File: src/rtl/led_status_pkg.sv
// led_status_pkg
//   Shared types and helpers for the LED status engine.
//   link_code_t : per-channel link code carried on link_st.
//   act_state_t : activity stretcher state.
//   ms_to_cycles: converts milliseconds to sys_clk cycles.
package led_status_pkg;

    typedef enum logic [1:0] {
        LINK_NONE = 2'b00,
        LINK_100M = 2'b01,
        LINK_1G   = 2'b10,
        LINK_10M  = 2'b11
    } link_code_t;

    typedef enum logic [1:0] {
        ACT_IDLE  = 2'd0,
        ACT_BLINK = 2'd1,
        ACT_HOLD  = 2'd2
    } act_state_t;

    // CLK_FREQ_HZ must be a multiple of 1000 so one ms is a whole number of cycles.
    function automatic int ms_to_cycles(input int clk_hz, input int ms);
        return (clk_hz / 1000) * ms;
    endfunction

endpackage

File: src/rtl/led_act_stretch.sv
// led_act_stretch
//   Activity stretcher for one LED view. A single-cycle activity strobe
//   becomes a STRETCH_MS blink, followed by a STRETCH_MS hold-off. A strobe
//   seen during hold-off is remembered and replays a blink when hold ends.
// Ports:
//   sys_clk, sys_reset : clock, synchronous active-high reset
//   tick_ms            : one-cycle 1 ms timebase strobe
//   enable             : view has link; low forces IDLE and drops pending
//   act_pulse          : activity strobe
//   blink              : registered, high while the LED should be inverted
module led_act_stretch
    import led_status_pkg::*;
#(
    parameter int STRETCH_MS = 50
) (
    input  logic sys_clk,
    input  logic sys_reset,
    input  logic tick_ms,
    input  logic enable,
    input  logic act_pulse,
    output logic blink
);

    localparam int              CW   = $clog2(STRETCH_MS + 1);
    localparam logic [CW-1:0]   LAST = CW'(STRETCH_MS - 1);

    act_state_t    state_q, state_d;
    logic [CW-1:0] cnt_q, cnt_d;
    logic          pend_q, pend_d;
    logic          blink_q, blink_d;

    // Tick counting only starts with the first tick after entering a state,
    // so a blink is STRETCH_MS ms minus up to one ms.
    always_comb begin
        state_d = state_q;
        cnt_d   = cnt_q;
        pend_d  = pend_q;
        if (!enable) begin
            state_d = ACT_IDLE;
            cnt_d   = '0;
            pend_d  = 1'b0;
        end else begin
            case (state_q)
                ACT_IDLE: begin
                    if (act_pulse) begin
                        state_d = ACT_BLINK;
                        cnt_d   = '0;
                    end
                end
                ACT_BLINK: begin
                    // strobes here are intentionally ignored
                    if (tick_ms) begin
                        if (cnt_q == LAST) begin
                            state_d = ACT_HOLD;
                            cnt_d   = '0;
                        end else begin
                            cnt_d = cnt_q + 1'b1;
                        end
                    end
                end
                ACT_HOLD: begin
                    if (act_pulse) pend_d = 1'b1;
                    if (tick_ms) begin
                        if (cnt_q == LAST) begin
                            cnt_d   = '0;
                            pend_d  = 1'b0;
                            state_d = (pend_q || act_pulse) ? ACT_BLINK : ACT_IDLE;
                        end else begin
                            cnt_d = cnt_q + 1'b1;
                        end
                    end
                end
                default: begin
                    state_d = ACT_IDLE;
                    cnt_d   = '0;
                    pend_d  = 1'b0;
                end
            endcase
        end
        blink_d = (state_d == ACT_BLINK);
    end

    always_ff @(posedge sys_clk) begin
        if (sys_reset) begin
            state_q <= ACT_IDLE;
            cnt_q   <= '0;
            pend_q  <= 1'b0;
            blink_q <= 1'b0;
        end else begin
            state_q <= state_d;
            cnt_q   <= cnt_d;
            pend_q  <= pend_d;
            blink_q <= blink_d;
        end
    end

    assign blink = blink_q;

endmodule

File: src/rtl/led_status_ctrl.sv
// led_status_ctrl
//   Parametrised LED status engine. Builds a shared timebase (1 ms tick,
//   fast/slow flash phases, breathing PWM), renders each channel's link code
//   and activity into a view, maps views onto registered LED pins.
// Ports:
//   sys_clk    : block clock
//   sys_reset  : synchronous active-high reset
//   link_st    : 2 bits per channel: 00 none, 01 100M, 10 1G, 11 10M
//   act_pulse  : per-channel single-cycle activity strobe
//   leds_out   : registered LED pins (ACTIVE_LOW selects polarity)
// Build option:
//   LED_STATUS_HEARTBEAT_EN - LED 0 becomes a breathing heartbeat and
//   views move up by one LED. Undefined: LED 0 is view 0.
module led_status_ctrl
    import led_status_pkg::*;
#(
    parameter int CLK_FREQ_HZ    = 100_000_000,
    parameter int CHANNEL_COUNT  = 4,
    parameter int LED_COUNT      = 8,
    parameter int COMBINE_PAIRS  = 0,
    parameter int ACTIVE_LOW     = 1,
    parameter int FAST_HALF_MS   = 168,
    parameter int SLOW_HALF_MS   = 336,
    parameter int BREATH_LEVELS  = 32,
    parameter int BREATH_STEP_MS = 16,
    parameter int ACT_STRETCH_MS = 50
) (
    input  logic                       sys_clk,
    input  logic                       sys_reset,
    input  logic [2*CHANNEL_COUNT-1:0] link_st,
    input  logic [CHANNEL_COUNT-1:0]   act_pulse,
    output logic [LED_COUNT-1:0]       leds_out
);

    localparam int   CYC_MS = ms_to_cycles(CLK_FREQ_HZ, 1);
    localparam int   PW     = $clog2(CYC_MS + 1);
    localparam int   FW     = $clog2(FAST_HALF_MS + 1);
    localparam int   SW     = $clog2(SLOW_HALF_MS + 1);
    localparam int   BW     = $clog2(BREATH_LEVELS + 1);
    localparam int   STW    = $clog2(BREATH_STEP_MS + 1);
    localparam int   VIEWS  = (COMBINE_PAIRS != 0) ? CHANNEL_COUNT / 2 : CHANNEL_COUNT;
    localparam logic POL    = (ACTIVE_LOW != 0);

    // ---------------- timebase ----------------
    logic [PW-1:0]  presc_q, presc_d;
    logic [FW-1:0]  fast_cnt_q, fast_cnt_d;
    logic [SW-1:0]  slow_cnt_q, slow_cnt_d;
    logic           fast_ph_q, fast_ph_d;
    logic           slow_ph_q, slow_ph_d;
    logic [BW-1:0]  pwm_q, pwm_d;
    logic [BW-1:0]  duty_q, duty_d;
    logic           duty_up_q, duty_up_d;
    logic [STW-1:0] step_q, step_d;
    logic           tick_ms;
    logic           breath_ph;

    assign tick_ms   = (presc_q == PW'(CYC_MS - 1));
    assign breath_ph = (pwm_q < duty_q);

    always_comb begin
        presc_d    = tick_ms ? '0 : presc_q + 1'b1;
        fast_cnt_d = fast_cnt_q;
        fast_ph_d  = fast_ph_q;
        slow_cnt_d = slow_cnt_q;
        slow_ph_d  = slow_ph_q;
        pwm_d      = (pwm_q == BW'(BREATH_LEVELS - 1)) ? '0 : pwm_q + 1'b1;
        duty_d     = duty_q;
        duty_up_d  = duty_up_q;
        step_d     = step_q;
        if (tick_ms) begin
            if (fast_cnt_q == FW'(FAST_HALF_MS - 1)) begin
                fast_cnt_d = '0;
                fast_ph_d  = ~fast_ph_q;
            end else begin
                fast_cnt_d = fast_cnt_q + 1'b1;
            end
            if (slow_cnt_q == SW'(SLOW_HALF_MS - 1)) begin
                slow_cnt_d = '0;
                slow_ph_d  = ~slow_ph_q;
            end else begin
                slow_cnt_d = slow_cnt_q + 1'b1;
            end
            // Triangle duty: turn around at the endpoint rather than
            // repeating it, so each endpoint is shown for one step only.
            if (step_q == STW'(BREATH_STEP_MS - 1)) begin
                step_d = '0;
                if (duty_up_q) begin
                    if (duty_q == BW'(BREATH_LEVELS - 1)) begin
                        duty_up_d = 1'b0;
                        duty_d    = duty_q - 1'b1;
                    end else begin
                        duty_d = duty_q + 1'b1;
                    end
                end else begin
                    if (duty_q == '0) begin
                        duty_up_d = 1'b1;
                        duty_d    = duty_q + 1'b1;
                    end else begin
                        duty_d = duty_q - 1'b1;
                    end
                end
            end else begin
                step_d = step_q + 1'b1;
            end
        end
    end

    // ---------------- views ----------------
    logic [VIEWS-1:0] view_base, view_up, view_act, view_blink, view_lit;

    for (genvar v = 0; v < VIEWS; v++) begin : g_view
        if (COMBINE_PAIRS != 0) begin : g_pair
            logic up_e, up_o;
            assign up_e = (link_code_t'(link_st[4*v +: 2])   != LINK_NONE);
            assign up_o = (link_code_t'(link_st[4*v+2 +: 2]) != LINK_NONE);
            // both: lit, even only: fast, odd only: slow, none: dark
            assign view_base[v] = (up_e & up_o) | (up_e & ~up_o & fast_ph_q) |
                                  (~up_e & up_o & slow_ph_q);
            assign view_up[v]   = up_e | up_o;
            assign view_act[v]  = act_pulse[2*v] | act_pulse[2*v+1];
        end else begin : g_single
            link_code_t lc;
            assign lc           = link_code_t'(link_st[2*v +: 2]);
            assign view_base[v] = (lc == LINK_1G) | ((lc == LINK_100M) & breath_ph) |
                                  ((lc == LINK_10M) & fast_ph_q);
            assign view_up[v]   = (lc != LINK_NONE);
            assign view_act[v]  = act_pulse[v];
        end

        led_act_stretch #(
            .STRETCH_MS (ACT_STRETCH_MS)
        ) u_act (
            .sys_clk   (sys_clk),
            .sys_reset (sys_reset),
            .tick_ms   (tick_ms),
            .enable    (view_up[v]),
            .act_pulse (view_act[v]),
            .blink     (view_blink[v])
        );

        assign view_lit[v] = view_base[v] ^ view_blink[v];
    end

    // ---------------- LED mapping ----------------
    logic [LED_COUNT-1:0] lit;

`ifdef LED_STATUS_HEARTBEAT_EN
    localparam int LED_OFS = 1;
    assign lit[0] = breath_ph;
`else
    localparam int LED_OFS = 0;
`endif

    // LEDs with no view stay dark; views past the last LED are dropped.
    for (genvar j = LED_OFS; j < LED_COUNT; j++) begin : g_led
        if (j - LED_OFS < VIEWS) begin : g_map
            assign lit[j] = view_lit[j-LED_OFS];
        end else begin : g_dark
            assign lit[j] = 1'b0;
        end
    end

    logic [LED_COUNT-1:0] leds_q, leds_d;
    assign leds_d = lit ^ {LED_COUNT{POL}};

    always_ff @(posedge sys_clk) begin
        if (sys_reset) begin
            presc_q    <= '0;
            fast_cnt_q <= '0;
            slow_cnt_q <= '0;
            fast_ph_q  <= 1'b0;
            slow_ph_q  <= 1'b0;
            pwm_q      <= '0;
            duty_q     <= '0;
            duty_up_q  <= 1'b1;
            step_q     <= '0;
            leds_q     <= {LED_COUNT{POL}};
        end else begin
            presc_q    <= presc_d;
            fast_cnt_q <= fast_cnt_d;
            slow_cnt_q <= slow_cnt_d;
            fast_ph_q  <= fast_ph_d;
            slow_ph_q  <= slow_ph_d;
            pwm_q      <= pwm_d;
            duty_q     <= duty_d;
            duty_up_q  <= duty_up_d;
            step_q     <= step_d;
            leds_q     <= leds_d;
        end
    end

    assign leds_out = leds_q;

endmodule

File: config.mk
export PLATFORM = sky130hd
export DESIGN_NAME = led_status_ctrl
export DESIGN_NICKNAME = d
export VERILOG_FILES = /design/src/rtl/led_status_pkg.sv /design/src/rtl/led_act_stretch.sv /design/src/rtl/led_status_ctrl.sv
export SDC_FILE = /design/constraint.sdc
export NUM_CORES = 1
export LEC_CHECK = 0
export ABC_AREA = 0
export CORE_ASPECT_RATIO = 1.1
export CORE_MARGIN = 8
export CORE_UTILIZATION = 40
export CTS_CLUSTER_DIAMETER = 50
export CTS_CLUSTER_SIZE = 28
export DETAILED_ROUTE_END_ITERATION = 10
export PLACE_DENSITY = 0.64
export SYNTH_ARGS = -nofsm -noshare
export SYNTH_HDL_FRONTEND = slang
export SYNTH_SLANG_ARGS = --single-unit
File: constraint.sdc
create_clock -name sys_clk -period 3.31 [get_ports sys_clk]
set_clock_uncertainty 0.2 [all_clocks]
set_input_delay 0.4965 -clock sys_clk [delete_from_list [all_inputs] [get_ports sys_clk]]
set_output_delay 0.4965 -clock sys_clk [all_outputs]
set_load 0.02 [all_outputs]
run_1/floorplan.png
Scale bar: 20 um. Pins as bars on the die edge. Tap cells in grey.
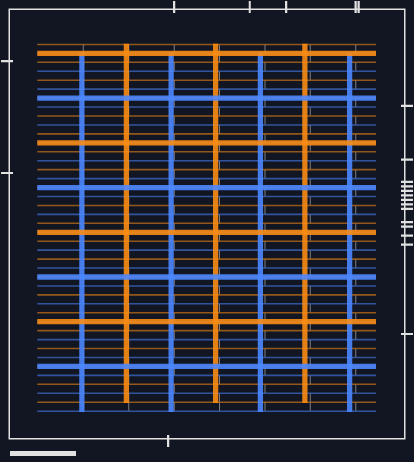
Key: orange = VDD; blue = VSS
7 straps on met4. The core has 41 rows.
Peak VDD IR: 0.191 mV
floorplan core area: 0.0115 mm^2
die extent in x: 120 um
height of the die: 130 um

run_1/class_map.png
Scale bar: 20 um.
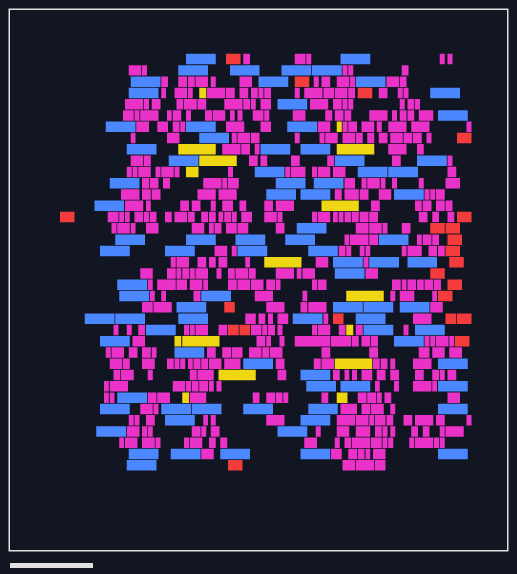
Key: blue = sequential cells [cells 88, share of their area 34%]; red = remaining buffers and delay cells [cells 22, share of their area 4.0%]; magenta = remaining logic cells [cells 461, share of their area 57%]; yellow = clock drivers and dummy loads [cells 16, share of their area 5.2%]
Post-Layout Inst Area: 0.00533 mm^2
share of the core filled with cells: 0.464

run_1/clock_wires.png
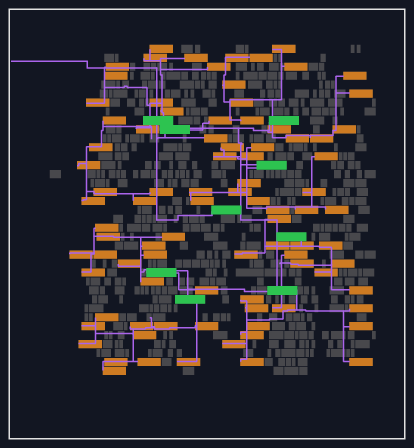
Key: green = clock-net drivers [count 9]; purple = clock wires [length 1130 um]; orange = flip-flops [count 88]
There are 10 routed clock nets.
clock power share: 0.409
insertion delay of the later-clocked pin in the worst-skew pair: 330 ps

==> run summary, run 1 <==
Results of the run.

The run reported a max-capacitance violation count of 0. The synthesized flop and latch total is 88. After clock tree synthesis, the repair step resized 0 gates.

The count of flip-flops with a built-in enable after synthesis is 0. The clock network area share is 0.0497. The last element of the critical path is duty_q[3].

After detailed routing, the wire length on met1 is 4600 um. The post-route setup TNS is 0 ps. The dominant kind of combinational cell is simple AND/OR/NAND/NOR gates. The number of failing hold endpoints at the final stage is 0. The script logs the ratio of routed vias to standard cells as 5.30. The highest attainable clock frequency is 0.352 GHz. The count of final max-slew check failures is 0. On the reported timing paths, the clock transition at the registers reads 60 ps.

For the worst flop-to-flop path, the logic depth is 5. The class of the tightest hold or removal check is reg -> reg. The number of tapcells is 150. Summed over the clock group, the power is 913 uW. The uppermost signal routing layer after detailed routing is met4. The Yosys chip area is 0.00474 mm^2.

Per Yosys stat, the portion of area used by sequential elements is 0.372. The final design was reported to hold multi-input combinational gates totalling 431. STA shows the worst min-delay path finishing at presc_q[0]. The dominant power group in this design is sequential cells. The critical path launch point type is a register.

In this design, the stage delay of the slowest critical-path cell is 570 ps. The number of instances on the worst hold path is 1. The remaining routing DRC violations is 0. For reference, the most critical setup path is categorized as reg -> reg.

The number of antenna violations at the first check in global routing came to 0. The multi-input combinational cell area is 0.00280 mm^2. The flip-flop count of the largest register after layout is 24. The dominant kind of cell is multi-input combinational cells. The finished layout holds 737 standard cells, fillers aside. The leakage component of the power was reported as 0.00194 uW. The most frequent cell after synthesis is dfxtp_1. The proportion of cell area occupied by registers is 0.330. In this run the clock root is driven by a clkbuf_16. The run finished with clean final reports. The buffer and inverter count on the worst path is 0.

The half-perimeter wire length after placement is 7060 um. The worst hold path startpoint is presc_q[0]. The clock tree from TritonCTS is built. The fraction of registers with async set or reset after synthesis is 0.

For reference, the critical path cell chain is or4bb_1 > or4_4 > or4b_4 > or3_1 > a21oi_1.
==> run 2, diff against run 1 <==
--- a/config.mk
+++ b/config.mk
@@ -8,11 +8,11 @@
 export ABC_AREA = 0
 export CORE_ASPECT_RATIO = 1.1
 export CORE_MARGIN = 8
-export CORE_UTILIZATION = 40
+export CORE_UTILIZATION = 25
 export CTS_CLUSTER_DIAMETER = 50
 export CTS_CLUSTER_SIZE = 28
 export DETAILED_ROUTE_END_ITERATION = 10
-export PLACE_DENSITY = 0.64
+export PLACE_DENSITY = 0.47
 export SYNTH_ARGS = -nofsm -noshare
 export SYNTH_HDL_FRONTEND = slang
 export SYNTH_SLANG_ARGS = --single-unit
run_2/placed.png
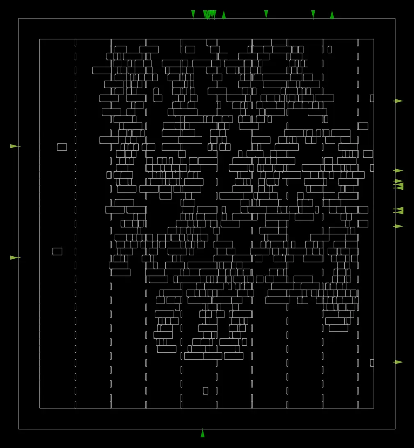
Tapcells: 247
fillcell total: 2030

==> run 2 against run 1 <==
  * Synthesized cell count stayed put
  * Critical path depth stayed put
  * Die area is 52% higher
  * Clock-buffer cell count is 2 higher
  * Critical endpoint unchanged
==> run summary, run 2 <==
Results of the run.

The flow ran to the end, and the final reports show no timing, DRC or antenna violations. The share of the Yosys chip area taken by registers is 0.372. The uppermost signal routing layer after detailed routing is met4. The post-CTS resize count is 0. The clock latency on the worst-skew pair is 340 ps. The area taken by multi-input combinational cells is reported as 0.00280 mm^2. The kind of critical path is reg -> reg. The total area inside the core boundary comes to 0.0188 mm^2.

The class of the tightest hold or removal check is reg -> reg. The synthesized flop and latch total is 88. The finished layout reports a core utilization of 0.293. The maximum vdd drop is 0.267 mV.

The dominant kind of combinational cell is simple AND/OR/NAND/NOR gates. Note, the detailed placer reported a final HPWL of 7550 um. STA classifies the critical path startpoint as a register. TritonCTS built the clock tree. Summed over the clock group, the power is 1130 uW. Per the timing report, the achievable frequency comes out to 0.356 GHz. The buffer and inverter count on the worst path is 0. The number of instances on the worst hold path is 1.

For this run, combinational gates with multiple inputs come to 431.
Power is estimated from default activity; no workload was simulated.
